--- config.mk ---
export PLATFORM = sky130hd
export DESIGN_NAME = deck_shuffler
export DESIGN_NICKNAME = d
export VERILOG_FILES = /design/src/rtl/deck_shuffler.sv
export SDC_FILE = /design/constraint.sdc
export NUM_CORES = 1
export LEC_CHECK = 0
export CELL_PAD_IN_SITES_DETAIL_PLACEMENT = 1
export CELL_PAD_IN_SITES_GLOBAL_PLACEMENT = 2
export CORE_ASPECT_RATIO = 0.5
export CORE_MARGIN = 10
export CORE_UTILIZATION = 34
export CTS_BUF_LIST = sky130_fd_sc_hd__clkbuf_8
export CTS_CLUSTER_SIZE = 40
export DETAILED_ROUTE_END_ITERATION = 10
export PLACE_DENSITY_LB_ADDON = 0.08
export RECOVER_POWER = 25
export SLEW_MARGIN = 0
export SYNTH_ARGS = -nofsm -noshare
export SYNTH_HDL_FRONTEND = slang
export SYNTH_SLANG_ARGS = --single-unit
--- constraint.sdc ---
create_clock -name clk -period 5.7 [get_ports clk]
set_clock_uncertainty 0.15 [all_clocks]
set_input_delay 1.14 -clock clk [delete_from_list [all_inputs] [get_ports clk]]
set_output_delay 1.14 -clock clk [all_outputs]
set_load 0.02 [all_outputs]
--- src/rtl/deck_shuffler.sv ---
// Builds a 52-card deck in the card RAM through its primary port, then shuffles it
// in place with a Fisher-Yates pass driven by a seedable 32-bit Galois LFSR.
module deck_shuffler #(
  parameter int          DATA_WIDTH    = 32,
  parameter int          ADDRESS_WIDTH = 12,
  parameter int          BASE_ADDR     = 0,
  parameter logic [31:0] LFSR_SEED     = 32'hACE12B7F
) (
  input  logic                     clk,
  input  logic                     reset_n,
  input  logic                     start,
  input  logic                     seed_load,
  input  logic [31:0]              seed,
  output logic                     busy,
  output logic                     done,
  output logic                     mem_wEn,
  output logic [ADDRESS_WIDTH-1:0] mem_addr,
  output logic [DATA_WIDTH-1:0]    mem_dataIn,
  input  logic [DATA_WIDTH-1:0]    mem_dataOut
);

  localparam logic [5:0]               LAST_CARD = 6'd51;
  localparam logic [31:0]              LFSR_TAPS = 32'h80200003;
  localparam logic [ADDRESS_WIDTH-1:0] BASE      = ADDRESS_WIDTH'(BASE_ADDR);

  typedef enum logic [2:0] {
    S_IDLE, S_FILL, S_PICK, S_RD_I, S_RD_J, S_WR_I, S_WR_J, S_DONE
  } state_t;

  state_t                state_q, state_d;
  logic [31:0]           lfsr_q, lfsr_d;
  logic [5:0]            k_q, k_d;
  logic [5:0]            i_q, i_d;
  logic [5:0]            j_q, j_d;
  logic [DATA_WIDTH-1:0] card_i_q, card_i_d;

  logic [31:0] lfsr_next;
  logic [5:0]  pick_r;

  // Smallest all-ones mask covering n; candidates above n are rejected, keeping j uniform.
  function automatic logic [5:0] mask_for(input logic [5:0] n);
    logic [5:0] m;
    if (n >= 6'd32)      m = 6'd63;
    else if (n >= 6'd16) m = 6'd31;
    else if (n >= 6'd8)  m = 6'd15;
    else if (n >= 6'd4)  m = 6'd7;
    else if (n >= 6'd2)  m = 6'd3;
    else                 m = 6'd1;
    return m;
  endfunction

  assign lfsr_next = {1'b0, lfsr_q[31:1]} ^ (lfsr_q[0] ? LFSR_TAPS : 32'h0);
  assign pick_r    = lfsr_q[5:0] & mask_for(i_q);

  always_ff @(posedge clk or negedge reset_n) begin
    if (!reset_n) begin
      state_q  <= S_IDLE;
      lfsr_q   <= LFSR_SEED;
      k_q      <= '0;
      i_q      <= '0;
      j_q      <= '0;
      card_i_q <= '0;
    end else begin
      state_q  <= state_d;
      lfsr_q   <= lfsr_d;
      k_q      <= k_d;
      i_q      <= i_d;
      j_q      <= j_d;
      card_i_q <= card_i_d;
    end
  end

  always_comb begin
    state_d  = state_q;
    lfsr_d   = lfsr_q;
    k_d      = k_q;
    i_d      = i_q;
    j_d      = j_q;
    card_i_d = card_i_q;
    case (state_q)
      S_IDLE: begin
        if (seed_load) lfsr_d = (seed == 32'h0) ? LFSR_SEED : seed;
        if (start) begin
          k_d     = '0;
          state_d = S_FILL;
        end
      end
      S_FILL: begin
        if (k_q == LAST_CARD) begin
          i_d     = LAST_CARD;
          state_d = S_PICK;
        end else begin
          k_d = k_q + 6'd1;
        end
      end
      S_PICK: begin
        lfsr_d = lfsr_next;
        if (pick_r <= i_q) begin
          j_d     = pick_r;
          state_d = S_RD_I;
        end
      end
      S_RD_I: state_d = S_RD_J;
      S_RD_J: begin
        // Read data for the RD_I address arrives now.
        card_i_d = mem_dataOut;
        state_d  = S_WR_I;
      end
      S_WR_I: state_d = S_WR_J;
      S_WR_J: begin
        if (i_q == 6'd1) begin
          state_d = S_DONE;
        end else begin
          i_d     = i_q - 6'd1;
          state_d = S_PICK;
        end
      end
      S_DONE:  state_d = S_IDLE;
      default: state_d = S_IDLE;
    endcase
  end

  always_comb begin
    busy       = (state_q != S_IDLE);
    done       = (state_q == S_DONE);
    mem_wEn    = 1'b0;
    mem_addr   = '0;
    mem_dataIn = '0;
    case (state_q)
      S_FILL: begin
        mem_wEn    = 1'b1;
        mem_addr   = BASE + ADDRESS_WIDTH'(k_q);
        mem_dataIn = DATA_WIDTH'(k_q);
      end
      S_RD_I: mem_addr = BASE + ADDRESS_WIDTH'(i_q);
      S_RD_J: mem_addr = BASE + ADDRESS_WIDTH'(j_q);
      S_WR_I: begin
        // RAM holds the card read from j while wEn is high, so it passes straight through.
        mem_wEn    = 1'b1;
        mem_addr   = BASE + ADDRESS_WIDTH'(i_q);
        mem_dataIn = mem_dataOut;
      end
      S_WR_J: begin
        mem_wEn    = 1'b1;
        mem_addr   = BASE + ADDRESS_WIDTH'(j_q);
        mem_dataIn = card_i_q;
      end
      default: ;
    endcase
  end

endmodule
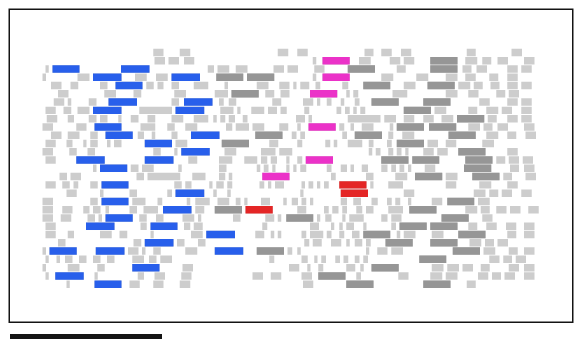
(run_1/registers.png)
Bar = 50 µm. Other sequential cells in the stronger grey, the rest of the logic in the fainter grey.
`state_q`: marked red, flops 3. `i_q`: marked magenta, flops 6. `lfsr_q`: marked blue, flops 32.
Another 44 sequential cells are not coloured.

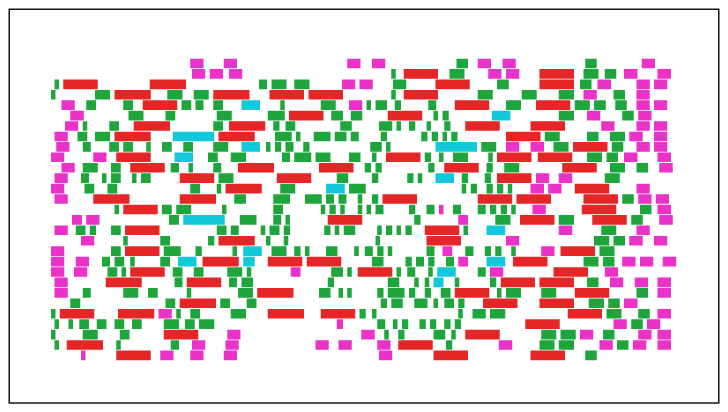
(run_1/cell_classes.png)
clock drivers and dummy loads: marked cyan, cells 16, share of their area 4.4%. flip-flops: marked red, cells 85, share of their area 37%. all other logic: marked green, cells 324, share of their area 39%. other buffers and delay cells: marked magenta, cells 115, share of their area 19%.

==> impl_results.html, run 1 <==
<h2>Implementation results</h2>
<table>
<tr><th>Metric</th><th>Value</th></tr>
<tr><th colspan="2">Run status</th></tr>
<tr><td>Violated checks</td><td>max-capacitance violations, max-slew violations</td></tr>
<tr><td>Outcome</td><td>finished, violations left</td></tr>
<tr><th colspan="2">Clocking</th></tr>
<tr><td>TritonCTS buffer count</td><td>9</td></tr>
<tr><td># Post-CTS Setup Buffers</td><td>0</td></tr>
<tr><td>Clock H-tree levels</td><td>3</td></tr>
<tr><th colspan="2">Logic synthesis</th></tr>
<tr><td>Cells after Synth</td><td>roughly 440</td></tr>
<tr><td>Most instantiated flip-flop cell in the synthesis netlist</td><td>sky130_fd_sc_hd__dfrtp_1</td></tr>
<tr><td>Xor and xnor fraction of the mapped netlist area</td><td>1.14%</td></tr>
<tr><td>Yosys synthesis chip area</td><td>4610 µm²</td></tr>
<tr><td>Yosys cell count</td><td>roughly 440</td></tr>
<tr><td>Post-synthesis average cell area</td><td>10.5 µm²</td></tr>
<tr><td>Post-synth seq share</td><td>roughly 47%</td></tr>
<tr><td>Most frequent cell after synthesis</td><td>sky130_fd_sc_hd__dfrtp_1</td></tr>
<tr><td>Async set-or-reset flop fraction in the synthesized netlist</td><td>100%</td></tr>
<tr><th colspan="2">Finish</th></tr>
<tr><td>Proportion of final cell area spent on non-clock buffers</td><td>18.6%</td></tr>
<tr><td>Logic Gate Count</td><td>roughly 310</td></tr>
<tr><td>Number of fillers in the final layout</td><td>1,439</td></tr>
<tr><td>Fraction of standard cell area in multi-input logic</td><td>37.4%</td></tr>
<tr><td>Sequential cell count of the final layout</td><td>85</td></tr>
<tr><td>Clk_buf instances</td><td>11</td></tr>
<tr><th colspan="2">Global routing</th></tr>
<tr><td>Initial antenna violation count</td><td>0</td></tr>
<tr><td>Pin count of the biggest net entering global routing</td><td>49</td></tr>
<tr><td>Via count of the first global-routing pass</td><td>between 3k and 4k</td></tr>
<tr><th colspan="2">Setup path</th></tr>
<tr><td>Setup slack of the most critical reg-to-reg path</td><td>roughly 2.7 ns</td></tr>
<tr><td>Instance count on the critical path</td><td>4</td></tr>
<tr><td>Capturing element type of the critical path</td><td>primary output</td></tr>
<tr><td>Series of cell instances along the critical path</td><td>nand2b_1 -&gt; nor2_2 -&gt; a22o_1 -&gt; clkdlybuf4s50_1</td></tr>
<tr><td>Arrival time at the worst endpoint</td><td>roughly 3.2 ns</td></tr>
<tr><td>Timing endpoint of the critical path</td><td>mem_dataIn[29]</td></tr>
<tr><td>Crit path max-delay family</td><td>simple AND/OR/NAND/NOR gates</td></tr>
<tr><th colspan="2">Flow run</th></tr>
<tr><td>Count of max-cap constraint violations</td><td>2</td></tr>
<tr><th colspan="2">Worst hold path</th></tr>
<tr><td>Worst Hold Path EP</td><td>card_i_q[6]</td></tr>
<tr><td>Worst hold path depth</td><td>1</td></tr>
<tr><th colspan="2">Timing</th></tr>
<tr><td>Worst hold slack across all endpoints</td><td>about 0.35 ns</td></tr>
<tr><td>RSZ-0062 raised after global routing</td><td>no</td></tr>
<tr><td>Post-route minimum period</td><td>about 4.5 ns</td></tr>
<tr><td>Final Max Tran Viols</td><td>~74</td></tr>
<tr><th colspan="2">Power</th></tr>
<tr><td>Switching part of the total power</td><td>21.3%</td></tr>
<tr><td>Clock Power</td><td>0.544 mW</td></tr>
<tr><td>Top power group</td><td>sequential cells</td></tr>
<tr><th colspan="2">Floorplan</th></tr>
<tr><td>Tapcells inserted</td><td>between 150 and 200</td></tr>
<tr><th colspan="2">Place</th></tr>
<tr><td>Worst setup slack before clock tree synthesis</td><td>1.53 ns</td></tr>
<tr><td>Routability Congestion</td><td>roughly 0.76</td></tr>
<tr><td>Count of input and output buffers</td><td>roughly 110</td></tr>
</table>
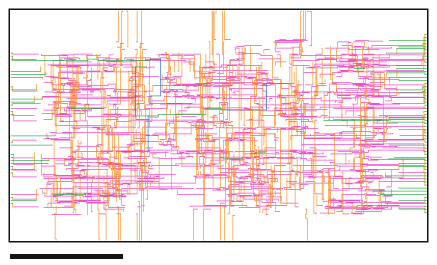
(run_1/metal_stack.png)
Bar = 50 µm.
met3: marked green, wire length 967 µm. met4: marked blue, wire length 68.7 µm. met1: marked magenta, wire length 7,350 µm. met2: marked orange, wire length 5,390 µm.

## run 1: layer usage
metal	up-vias	share of wire, %	global-route usage [%]
li1	1811	-	-
met1	1797	53	20.9
met2	122	39	20.7
met3	11	7.0	4.75
met4	0	0.49	2.79
met5	-	0	0
## run 1: layout by cell type, fill, tap and decap left out, drive strengths merged, types with 7 or more instances in the layout
cell type,count
clkdlybuf4s50,107
nor2b,8
ha,9
o221a,18
a21oi,22
o21ai,22
clkbuf,14
nor3,7
nand3b,28
nor2,16
mux2,38
a22o,33
nand2,45
dfstp,19
a22oi,13
nor4,9
inv,10
dfrtp,66
## run 1: flip-flops by register name, summed over array words and instances (netlist names)
register / cells
lfsr_q: 32
j_q: 6
state_q: 3
k_q: 6
card_i_q: 32
i_q: 6
==> run_1/final_congestion.png <==
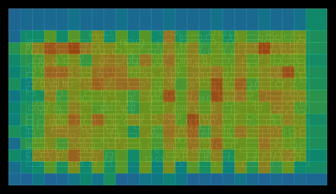

==> inputs of run 2 (changes only) <==
Settings changed: CORE_UTILIZATION 34 to 32.
Clock period 5.7 ns to 4.4 ns, I/O delays scaled along.
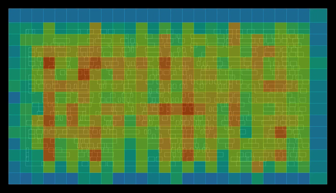
(run_2/final_congestion.png)
met2 Resource Use GR: 19.3%
core occupancy in the finished layout: 43.8%
total routing resource utilization after global routing: 13.9%
layer carrying the most global-route usage: met1

==> impl_results.html, run 2 <==
<h2>Implementation results</h2>
<table>
<tr><th>Metric</th><th>Value</th></tr>
<tr><th colspan="2">Run status</th></tr>
<tr><td>Outcome</td><td>finished, violations left (unchanged)</td></tr>
<tr><td>Violated checks</td><td>max-capacitance violations, max-slew violations (unchanged)</td></tr>
<tr><th colspan="2">Finish</th></tr>
<tr><td>Clk_buf instances</td><td>10 (was 11)</td></tr>
<tr><td>Proportion of final cell area spent on non-clock buffers</td><td>19.0% (was 18.6%)</td></tr>
<tr><td>Logic Gate Count</td><td>314 (unchanged)</td></tr>
<tr><td>Fraction of standard cell area in multi-input logic</td><td>37.6% (was 37.4%)</td></tr>
<tr><td>Number of fillers in the final layout</td><td>1,563 (was 1,439)</td></tr>
<tr><td>Most used cells in the layout excluding fill and tap cells</td><td>sky130_fd_sc_hd__clkdlybuf4s50_1, sky130_fd_sc_hd__dfrtp_1, sky130_fd_sc_hd__nand2_1, sky130_fd_sc_hd__mux2_2, sky130_fd_sc_hd__a22o_1 (unchanged)</td></tr>
<tr><th colspan="2">Power</th></tr>
<tr><td>Top power group</td><td>sequential cells (unchanged)</td></tr>
<tr><td>Clock Power</td><td>0.572 mW (was 0.544 mW)</td></tr>
<tr><th colspan="2">Logic synthesis</th></tr>
<tr><td>Most frequent cell after synthesis</td><td>sky130_fd_sc_hd__dfrtp_1 (unchanged)</td></tr>
<tr><td>Yosys cell count</td><td>439 (unchanged)</td></tr>
<tr><td>Post-synthesis average cell area</td><td>10.5 µm² (unchanged)</td></tr>
<tr><td>Xor and xnor fraction of the mapped netlist area</td><td>1.14% (unchanged)</td></tr>
<tr><td>Cells after Synth</td><td>439 (unchanged)</td></tr>
<tr><td>Most instantiated flip-flop cell in the synthesis netlist</td><td>sky130_fd_sc_hd__dfrtp_1 (unchanged)</td></tr>
<tr><th colspan="2">Place</th></tr>
<tr><td>Count of input and output buffers</td><td>108 (unchanged)</td></tr>
<tr><th colspan="2">Worst hold path</th></tr>
<tr><td>Worst hold path depth</td><td>1 (unchanged)</td></tr>
<tr><td>Worst Hold Path EP</td><td>card_i_q[6] (unchanged)</td></tr>
<tr><th colspan="2">Global routing</th></tr>
<tr><td>Pin count of the biggest net entering global routing</td><td>46 (was 49)</td></tr>
<tr><td>Via count of the first global-routing pass</td><td>3,897 (was 3,947)</td></tr>
<tr><th colspan="2">Floorplan</th></tr>
<tr><td>Tapcells inserted</td><td>192 (was 170)</td></tr>
<tr><th colspan="2">Clocking</th></tr>
<tr><td>Clock H-tree levels</td><td>3 (unchanged)</td></tr>
<tr><td>TritonCTS buffer count</td><td>9 (unchanged)</td></tr>
<tr><th colspan="2">Setup path</th></tr>
<tr><td>Arrival time at the worst endpoint</td><td>2.78 ns (was 3.18 ns)</td></tr>
<tr><td>Crit path max-delay family</td><td>buffers and inverters (was simple AND/OR/NAND/NOR gates)</td></tr>
<tr><td>Instance count on the critical path</td><td>6 (was 4)</td></tr>
<tr><th colspan="2">Timing</th></tr>
<tr><td>RSZ-0062 raised after global routing</td><td>no (unchanged)</td></tr>
<tr><td>Final Max Tran Viols</td><td>46 (was 74)</td></tr>
<tr><th colspan="2">Flow run</th></tr>
<tr><td>Count of max-cap constraint violations</td><td>1 (was 2)</td></tr>
</table>
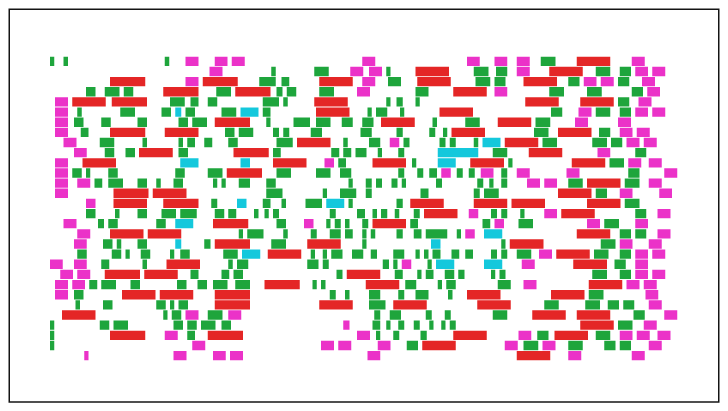
(run_2/cell_classes.png)
all other logic: marked green, cells 324, share of their area 40%. flip-flops: marked red, cells 85, share of their area 37%. clock drivers and dummy loads: marked cyan, cells 16, share of their area 3.4%. other buffers and delay cells: marked magenta, cells 118, share of their area 20%.

run 2: cell counts after synthesis:
Identical to the previous run, type by type.
run 2: per-layer routing:
layer,GRT usage [%],routed length [µm],part of all wire (%),up-vias
met1,20.5,7600,54,1862
met2,19.3,5540,40,101
met5,0,0,0,-
met3,4.01,724,5.2,11
met4,2.87,102,0.73,0
li1,-,-,-,1818
run 2: metrics by stage:
stage	utilization, %	total power [mW]	setup slack [ns]	area (µm²)	hold WS, ns
after floorplan	-	0.807	1.75	4630	0.309
after global placement	42.4	0.892	0.993	5860	0.327
after detailed placement	42.4	0.892	0.999	5860	0.331
after CTS	43.9	1.47	0.583	6060	0.351
after global routing	43.8	1.52	0.209	6050	0.377
final	43.8	1.45	0.589	6050	0.349
==> run_2/registers.png <==
Bar = 50 µm. Other sequential cells in the stronger grey, the rest of the logic in the fainter grey.
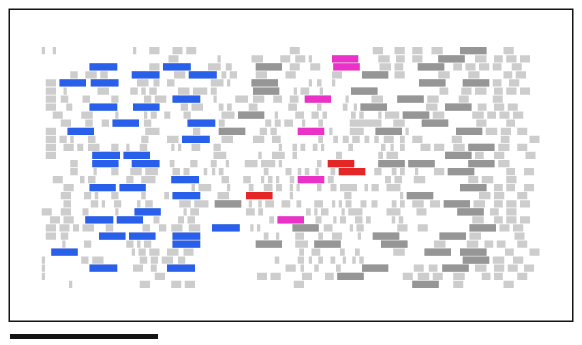

==> inputs of run 3 (changes only) <==
Clock period 4.4 ns to 4.3 ns, I/O delays scaled along.
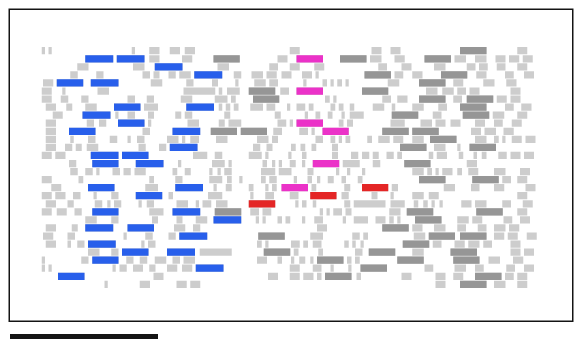
(run_3/registers.png)
Bar = 50 µm. Other sequential cells in the stronger grey, the rest of the logic in the fainter grey.
`i_q`: marked magenta, flops 6. `state_q`: marked red, flops 3. `lfsr_q`: marked blue, flops 32.
Another 44 sequential cells are not coloured.

==> impl_results.html, run 3 <==
<h2>Implementation results</h2>
<table>
<tr><th>Metric</th><th>Value</th></tr>
<tr><th colspan="2">Run status</th></tr>
<tr><td>Outcome</td><td>finished, violations left (unchanged)</td></tr>
<tr><td>Violated checks</td><td>max-capacitance violations, max-slew violations (unchanged)</td></tr>
<tr><th colspan="2">Timing</th></tr>
<tr><td>RSZ-0062 raised after global routing</td><td>no (unchanged)</td></tr>
<tr><td>Post-route minimum period</td><td>about 3.9 ns</td></tr>
<tr><td>Final Max Tran Viols</td><td>35 (was 46)</td></tr>
<tr><th colspan="2">Route</th></tr>
<tr><td>Top layer reached by signal wires</td><td>met4 (unchanged)</td></tr>
<tr><td>Met2 Routed Length</td><td>5660 µm (was 5540 µm)</td></tr>
<tr><th colspan="2">Global routing</th></tr>
<tr><td>Pin count of the biggest net entering global routing</td><td>37 (was 46)</td></tr>
<tr><td>Total routing resource utilization after global routing</td><td>14.0% (was 13.9%)</td></tr>
<tr><td>Initial antenna violation count</td><td>0 (unchanged)</td></tr>
<tr><th colspan="2">Finish</th></tr>
<tr><td>Sequential cell count of the final layout</td><td>85 (unchanged)</td></tr>
<tr><td>Proportion of final cell area spent on non-clock buffers</td><td>18.9% (was 19.0%)</td></tr>
<tr><td>Clk_buf instances</td><td>9 (was 10)</td></tr>
<tr><td>Most frequently placed logic cell in the final layout</td><td>sky130_fd_sc_hd__clkdlybuf4s50_1 (unchanged)</td></tr>
<tr><td>Leading registers by flop count</td><td>card_i_q (32), lfsr_q (32) (unchanged)</td></tr>
<tr><td>Summed area of non-filler cells in the final layout</td><td>6090 µm² (was 6050 µm²)</td></tr>
<tr><th colspan="2">Logic synthesis</th></tr>
<tr><td>Xor and xnor fraction of the mapped netlist area</td><td>1.14% (unchanged)</td></tr>
<tr><td>Yosys synthesis chip area</td><td>4610 µm² (unchanged)</td></tr>
<tr><td>Yosys cell count</td><td>439 (unchanged)</td></tr>
<tr><td>Post-synth seq share</td><td>46.6% (unchanged)</td></tr>
<tr><td>Async set-or-reset flop fraction in the synthesized netlist</td><td>100% (unchanged)</td></tr>
<tr><th colspan="2">Setup path</th></tr>
<tr><td>Timing endpoint of the critical path</td><td>mem_dataIn[18] (was mem_dataIn[4])</td></tr>
<tr><th colspan="2">Place</th></tr>
<tr><td>Routability Congestion</td><td>0.727 (was 0.747)</td></tr>
<tr><th colspan="2">Flow run</th></tr>
<tr><td>Count of max-cap constraint violations</td><td>1 (unchanged)</td></tr>
</table>
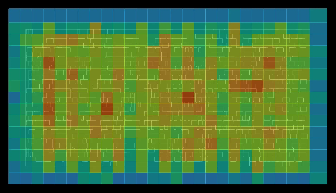
(run_3/final_congestion.png)
met2 Resource Use GR: 19.4%
met3 usage in global routing: 4.25%
global routing usage on met1: 20.7%
wire length per cell: 19.2 µm

==> run 3: netlist changes by cell type in the layout (fill, tap and decap cells not counted), sizes merged <==
cell,before,now
buf,9,10
bufinv,1,3
clkbuf,12,11
clkinvlp,3,0
diode,0,1
inv,10,12
==> run 3: cell families after synthesis <==
kind of cell / count (synthesis)
AND-OR/OR-AND: 120
XOR/XNOR: 6
adder cells (fa/ha/maj): 9
buffers and inverters: 45
flip-flops: 85
multiplexers: 41
other: 1
AND/OR/NAND/NOR: 132
==> run 3: metrics by stage <==
step	hold WS [ns]	cells	setup WS, ns	power [mW]
after floorplan	0.309	444	1.67	0.826
after global placement	0.321	720	0.816	0.914
after detailed placement	0.329	720	0.813	0.914
after CTS	0.295	736	0.418	1.60
after global routing	0.366	736	0.171	1.64
final	0.345	737	0.446	1.57

==> screenshots <==
Signal metal coverage by tile.
panel A
Bar = 50 µm. 38 x 21 tiles, from dark blue (low) to red (high), scaled to the fullest tile. Values are wire area over tile area, all layers added.
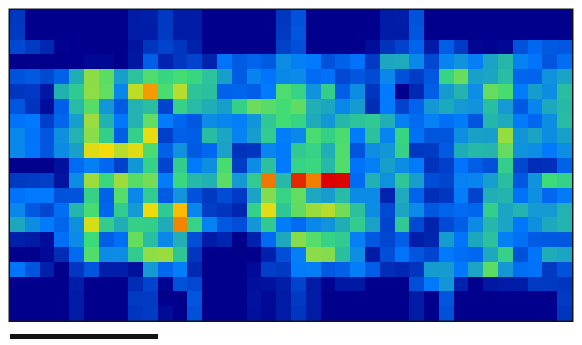
panel B
Bar = 50 µm. 37 x 20 tiles, from dark blue (low) to red (high), scaled to the fullest tile. Values are wire area over tile area, all layers added.
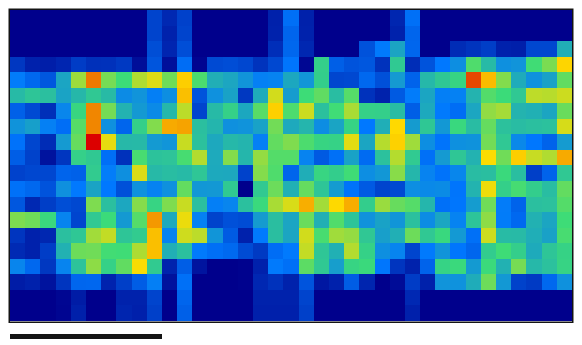
| picture | from |
|---|---|
| panel A | run 2 |
| panel B | run 1 |

Key to panel B:
The mean over all tiles is 0.12. The fullest tile reaches 0.40. 18% of the tiles are over half the peak. 19% of the tiles are nearly empty.

Power figures rest on the tool's default switching activity, not on a simulated workload.
